<file path="src/rtl/pc_gen_unit.sv">
`default_nettype none
// ============================================================================
// Module      : pc_gen_unit
// Description : Fetch-stage program-counter generator. Holds the fetch PC and
//               picks the next PC from trap entry, EX redirect, trap return,
//               stall hold, optional return-address-stack prediction, or the
//               sequential increment. Captures the exception PC and flags
//               misaligned redirect targets.
// Revision    : 1.0 - initial release
//
// Optional feature macro: PC_RAS_EN (circular return-address stack)
//
// Ports:
//   clk             in   rising-edge clock
//   reset           in   asynchronous active-low reset
//   pc_write        in   1 = advance, 0 = stall (hold PC)
//   redirect_valid  in   EX resolved taken branch/jump
//   redirect_target in   redirect destination
//   trap_valid      in   exception/interrupt entry
//   trap_pc         in   PC of the trapping instruction
//   xret_valid      in   return from trap
//   ras_push        in   IF predicted call
//   ras_pop         in   IF predicted return
//   pc_out          out  current fetch PC (registered)
//   pc_plus_inc     out  pc_out + INC (combinational)
//   epc_out         out  exception PC register
//   misalign_fault  out  one-cycle pulse after a misaligned redirect
//   ras_empty       out  RAS holds no entries (tied 1 without PC_RAS_EN)
// ============================================================================
module pc_gen_unit #(
  parameter int              XLEN         = 32,
  parameter logic [XLEN-1:0] RESET_VECTOR = 32'h0000_0000,
  parameter logic [XLEN-1:0] TRAP_VECTOR  = 32'h0000_0100,
  parameter int              INC          = 4,
  parameter int              ALIGN_BITS   = 2,
  parameter int              RAS_DEPTH    = 4
) (
  input  logic            clk,
  input  logic            reset,
  input  logic            pc_write,
  input  logic            redirect_valid,
  input  logic [XLEN-1:0] redirect_target,
  input  logic            trap_valid,
  input  logic [XLEN-1:0] trap_pc,
  input  logic            xret_valid,
  input  logic            ras_push,
  input  logic            ras_pop,
  output logic [XLEN-1:0] pc_out,
  output logic [XLEN-1:0] pc_plus_inc,
  output logic [XLEN-1:0] epc_out,
  output logic            misalign_fault,
  output logic            ras_empty
);

  logic [XLEN-1:0] pc_q;
  logic [XLEN-1:0] pc_d;
  logic [XLEN-1:0] epc_q;
  logic [XLEN-1:0] epc_d;
  logic            mis_q;
  logic            mis_d;
  logic            misaligned_target;

  assign misaligned_target = |redirect_target[ALIGN_BITS-1:0];
  assign pc_plus_inc       = pc_q + XLEN'(INC);

`ifdef PC_RAS_EN
  localparam int PTR_W = (RAS_DEPTH > 1) ? $clog2(RAS_DEPTH) : 1;

  logic [XLEN-1:0]  ras_mem [RAS_DEPTH];
  logic [PTR_W-1:0] ras_ptr;     // next free slot; top lives at ras_ptr-1
  logic [PTR_W-1:0] top_idx;
  logic [PTR_W:0]   ras_cnt;
  logic [XLEN-1:0]  ras_top;
  logic             ras_ok;      // cycle where push/pop are honoured
  logic             ras_clear;   // trap or misaligned redirect empties stack
  logic             do_push;
  logic             do_pop;

  assign top_idx   = ras_ptr - PTR_W'(1);
  assign ras_top   = ras_mem[top_idx];
  assign ras_empty = (ras_cnt == '0);
  assign ras_ok    = pc_write & ~trap_valid & ~redirect_valid & ~xret_valid;
  assign ras_clear = trap_valid | (redirect_valid & misaligned_target);
  assign do_push   = ras_ok & ras_push;
  assign do_pop    = ras_ok & ras_pop & ~ras_empty;

  // Pointer/count bookkeeping. Clearing only zeroes the count; stale entries
  // are unreachable because pops are bounded by the count.
  always_ff @(posedge clk or negedge reset) begin
    if (!reset) begin
      ras_ptr <= '0;
      ras_cnt <= '0;
    end else if (ras_clear) begin
      ras_cnt <= '0;
    end else if (do_push && do_pop) begin
      // top replaced in place; depth unchanged
      ras_ptr <= ras_ptr;
    end else if (do_push) begin
      ras_ptr <= ras_ptr + PTR_W'(1);
      // when full, the write lands on the oldest entry and count saturates
      if (ras_cnt != (PTR_W+1)'(RAS_DEPTH)) begin
        ras_cnt <= ras_cnt + (PTR_W+1)'(1);
      end
    end else if (do_pop) begin
      ras_ptr <= top_idx;
      ras_cnt <= ras_cnt - (PTR_W+1)'(1);
    end
  end

  // Storage needs no reset: contents are only read when the count says valid.
  always_ff @(posedge clk) begin
    if (do_push) begin
      ras_mem[do_pop ? top_idx : ras_ptr] <= pc_plus_inc;
    end
  end
`else
  logic unused_ras_inputs;
  assign unused_ras_inputs = ras_push ^ ras_pop;
  assign ras_empty         = 1'b1;
`endif

  // Next-PC priority: trap > misaligned redirect > redirect > xret > stall
  // > RAS pop > sequential. Flush sources ignore pc_write.
  always_comb begin
    pc_d  = pc_plus_inc;
    epc_d = epc_q;
    mis_d = 1'b0;
    if (trap_valid) begin
      pc_d  = TRAP_VECTOR;
      epc_d = trap_pc;
    end else if (redirect_valid && misaligned_target) begin
      pc_d  = TRAP_VECTOR;
      epc_d = redirect_target;
      mis_d = 1'b1;
    end else if (redirect_valid) begin
      pc_d = redirect_target;
    end else if (xret_valid) begin
      pc_d = epc_q;
    end else if (!pc_write) begin
      pc_d = pc_q;
    end else begin
`ifdef PC_RAS_EN
      if (ras_pop && !ras_empty) begin
        pc_d = ras_top;
      end
`endif
    end
  end

  always_ff @(posedge clk or negedge reset) begin
    if (!reset) begin
      pc_q  <= RESET_VECTOR;
      epc_q <= '0;
      mis_q <= 1'b0;
    end else begin
      pc_q  <= pc_d;
      epc_q <= epc_d;
      mis_q <= mis_d;
    end
  end

  assign pc_out         = pc_q;
  assign epc_out        = epc_q;
  assign misalign_fault = mis_q;

endmodule
`default_nettype wire

</file>
<file path="config.mk">
export PLATFORM = sky130hd
export DESIGN_NAME = pc_gen_unit
export DESIGN_NICKNAME = d
export VERILOG_FILES = /design/src/rtl/pc_gen_unit.sv
export SDC_FILE = /design/constraint.sdc
export NUM_CORES = 1
export LEC_CHECK = 0
export ABC_AREA = 1
export CAP_MARGIN = 20
export CORE_MARGIN = 2
export CORE_UTILIZATION = 40
export DETAILED_ROUTE_END_ITERATION = 10
export PLACE_DENSITY_LB_ADDON = 0.1
export SETUP_SLACK_MARGIN = 0.2
export SYNTH_ARGS = -nofsm -noshare
export SYNTH_HDL_FRONTEND = slang
export SYNTH_SLANG_ARGS = --single-unit
</file>
<file path="constraint.sdc">
create_clock -name clk -period 1.5 [get_ports clk]
set_clock_uncertainty 0.1 [all_clocks]
set_input_delay 0.375 -clock clk [delete_from_list [all_inputs] [get_ports clk]]
set_output_delay 0.375 -clock clk [all_outputs]
set_load 0.01 [all_outputs]
</file>
class_map.png
Scale: 4 px per µm.
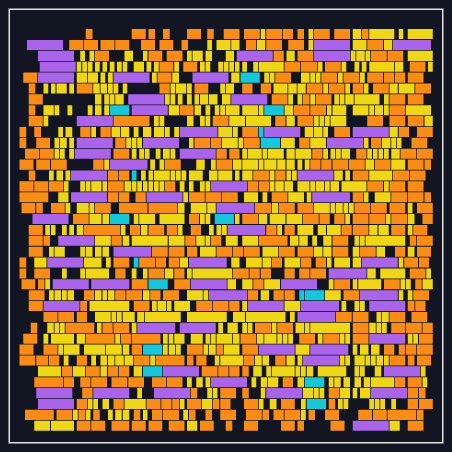
yellow -> remaining logic cells  # cells 551, share of their area 38%
cyan -> clock drivers and dummy loads  # cells 16, share of their area 2.1%
purple -> registers  # cells 65, share of their area 19%
orange -> remaining buffers and delay cells  # cells 373, share of their area 41%

sizing.png
Scale: 3 px per µm.
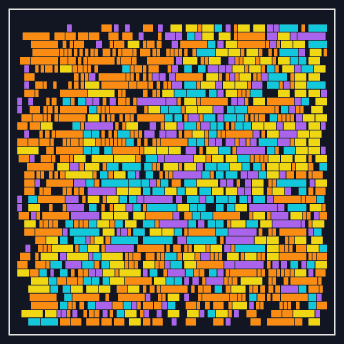
yellow -> x6 and larger  # cells 174
purple -> x2  # cells 171
cyan -> x3 and x4  # cells 163
orange -> x1 and smaller  # cells 497

placed.png
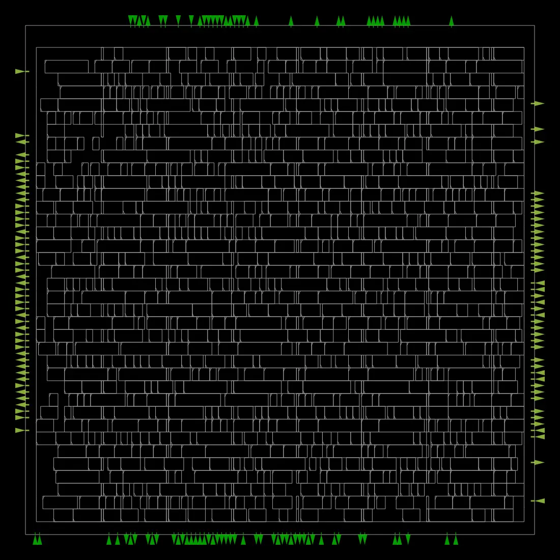
fill count: 560
flop share of the area: 18.47%
Core ar.: 10,420 µm²
final core occ: 85.57%

==> flow_metrics.py <==
# Generated from Yosys and OpenROAD reports
metrics = {
    "floorplan": {
        "chipWidth_um": 108.0,
        "nWellTaps": 136,
        "io-pin-count": 170,
        "rows": 37,
        "die_y_um": 108.0,
    },
    "synthesis": {
        "synthAoiAreaFrac_pct": 12.40,
        "most_common_cell": "nand2_1",
        "top_cells_by_area": "dfrtp_1 (38%), nand2_1 (24%), inv_1 (5.5%)",
        "top_area_share_pct": 37.58,
        "syn_area_per_cell_um2": 6.710,
        "async_reset_ff_share_pct": 100.0,
        "netlist_area_um2": 4328,
        "synth_top_cell_by_area": "dfrtp_1",
        "ys_warn_count": 0,
        "ys_sh_mux_pct": 0,
        "ys_sh_adder_pct": 0.5782,
        "synth.yosys.seq_area_share_pct": 37.58,
        "ys_cells": 645,
        "syn_inst": 645,
        "synth-main-ff-cell": "dfrtp_1",
        "ys_top_logic_family": "simple AND/OR/NAND/NOR gates",
    },
    "worst_setup_path": {
        "cp_common_cell": "nand2_2",
        "crit_fanout": 4,
        "cp_top_family": "simple AND/OR/NAND/NOR gates",
        "path_class": "flop to output pin",
        "startpoint": "pc_out[13]",
        "worst_path_max_delay_cell": "dfrtp_2",
        "arrival_ns": 1.92,
        "rr_startpoint": "pc_out[13]",
        "r2r_end": "pc_out[25]",
        "rrSetupSlack_ns": -0.84,
        "crit_cells": 9,
        "cp-end-kind": "output pin",
        "crit_path_max_incr_delay_ns": 0.41,
        "rr_worst_depth": 17,
    },
    "layout": {
        "comb-cell-share_pct": 34.19,
        "nClkBuffers": 16,
        "final_cells": 1141,
        "final_layout_top_logic_cell": "nand2_1",
        "syn2layout_area_growth_pct": 106.0,
        "buffer_area_share_pct": 40.02,
        "n_all_inverters": 69,
        "clock_cell_area_share_pct": 2.021,
    },
    "global_routing": {
        "grt_pass1_vias": 5874,
        "grt_pass1_wl_um": 29480,
        "use_met3_pct": 6.450,
        "grt_overflow": 0,
        "grt_util_met1_pct": 42.48,
        "top_usage_layer": "met2",
        "antenna_found_initial": 0,
    },
    "final_timing": {
        "fin_ws_ns": -0.8948,
        "slew_viol_final": 0,
        "finalSetupViolCount": 87,
        "hold_violations": 0,
        "min_period_ns": 2.395,
        "max_freq_ghz": 0.4176,
        "rsz0062_at_grt": "yes",
        "period_used_pct": 159.7,
    },
    "run": {
        "max_cap_viol_count": 0,
    },
    "drt": {
        "via_count": 6204,
        "met2_length_um": 10690,
        "met3_length_um": 2035,
        "post_drt_wl_per_cell_um": 19.40,
        "dr.pass1.iters": 8,
        "wirelength_um": 22140,
        "first_iter_violations": 616,
    },
    "power": {
        "combPwrFrac_pct": 37.3,
        "p_clk_mw": 1.50,
        "power.switching_mw": 1.892,
        "maxPowerGroup": "combinational logic",
        "clkPwrFrac_pct": 26.6,
        "fin_total_pwr_mw": 5.637,
        "p_leak_nw": 4.444,
        "p_sw_share_pct": 33.56,
        "p_int_mw": 3.745,
    },
    "place": {
        "portBuffers": 166,
        "placed_area_um2": 6982,
        "place_ws_ns": -0.7449,
    },
    "cts": {
        "ctsHoldBuffers": 1,
        "cts-root-buf": "clkbuf_8",
        "cts_sinks": 65,
        "htree_levels": 3,
        "cts_tree": "done",
        "post_cts_resized": 591,
        "cts_buffer_depth": 2,
    },
    "outcome": {
        "violations": "negative setup slack",
        "status": "finished, violations left",
    },
    "min_path": {
        "hold_path_depth": 4,
        "min_to": "epc_out[0]",
    },
}
route_heat.png
Scale: 3 px per µm. The die is cut into 22 by 22 equal tiles; white is low, dark blue is high, scaled to the fullest tile. Values are wire area over tile area, all layers added.
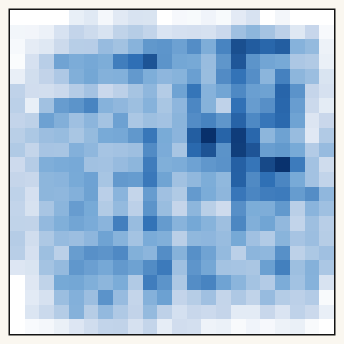
nearly empty tiles = 2.9%
fullest tile = 0.80
densest ninth of the die = middle right
mean over tiles = 0.32
tiles over half the peak = 30%
emptiest ninth of the die = upper left

m3.png
Scale: 2 px per µm.
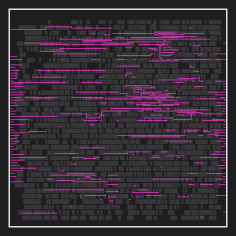
longest straight run = 75.4 µm
nets with wire on the layer = 202
main direction = horizontal
share of all routed wire = 9.2%
wire length on this layer = 2,040 µm

Power is estimated from default activity; no workload was simulated.
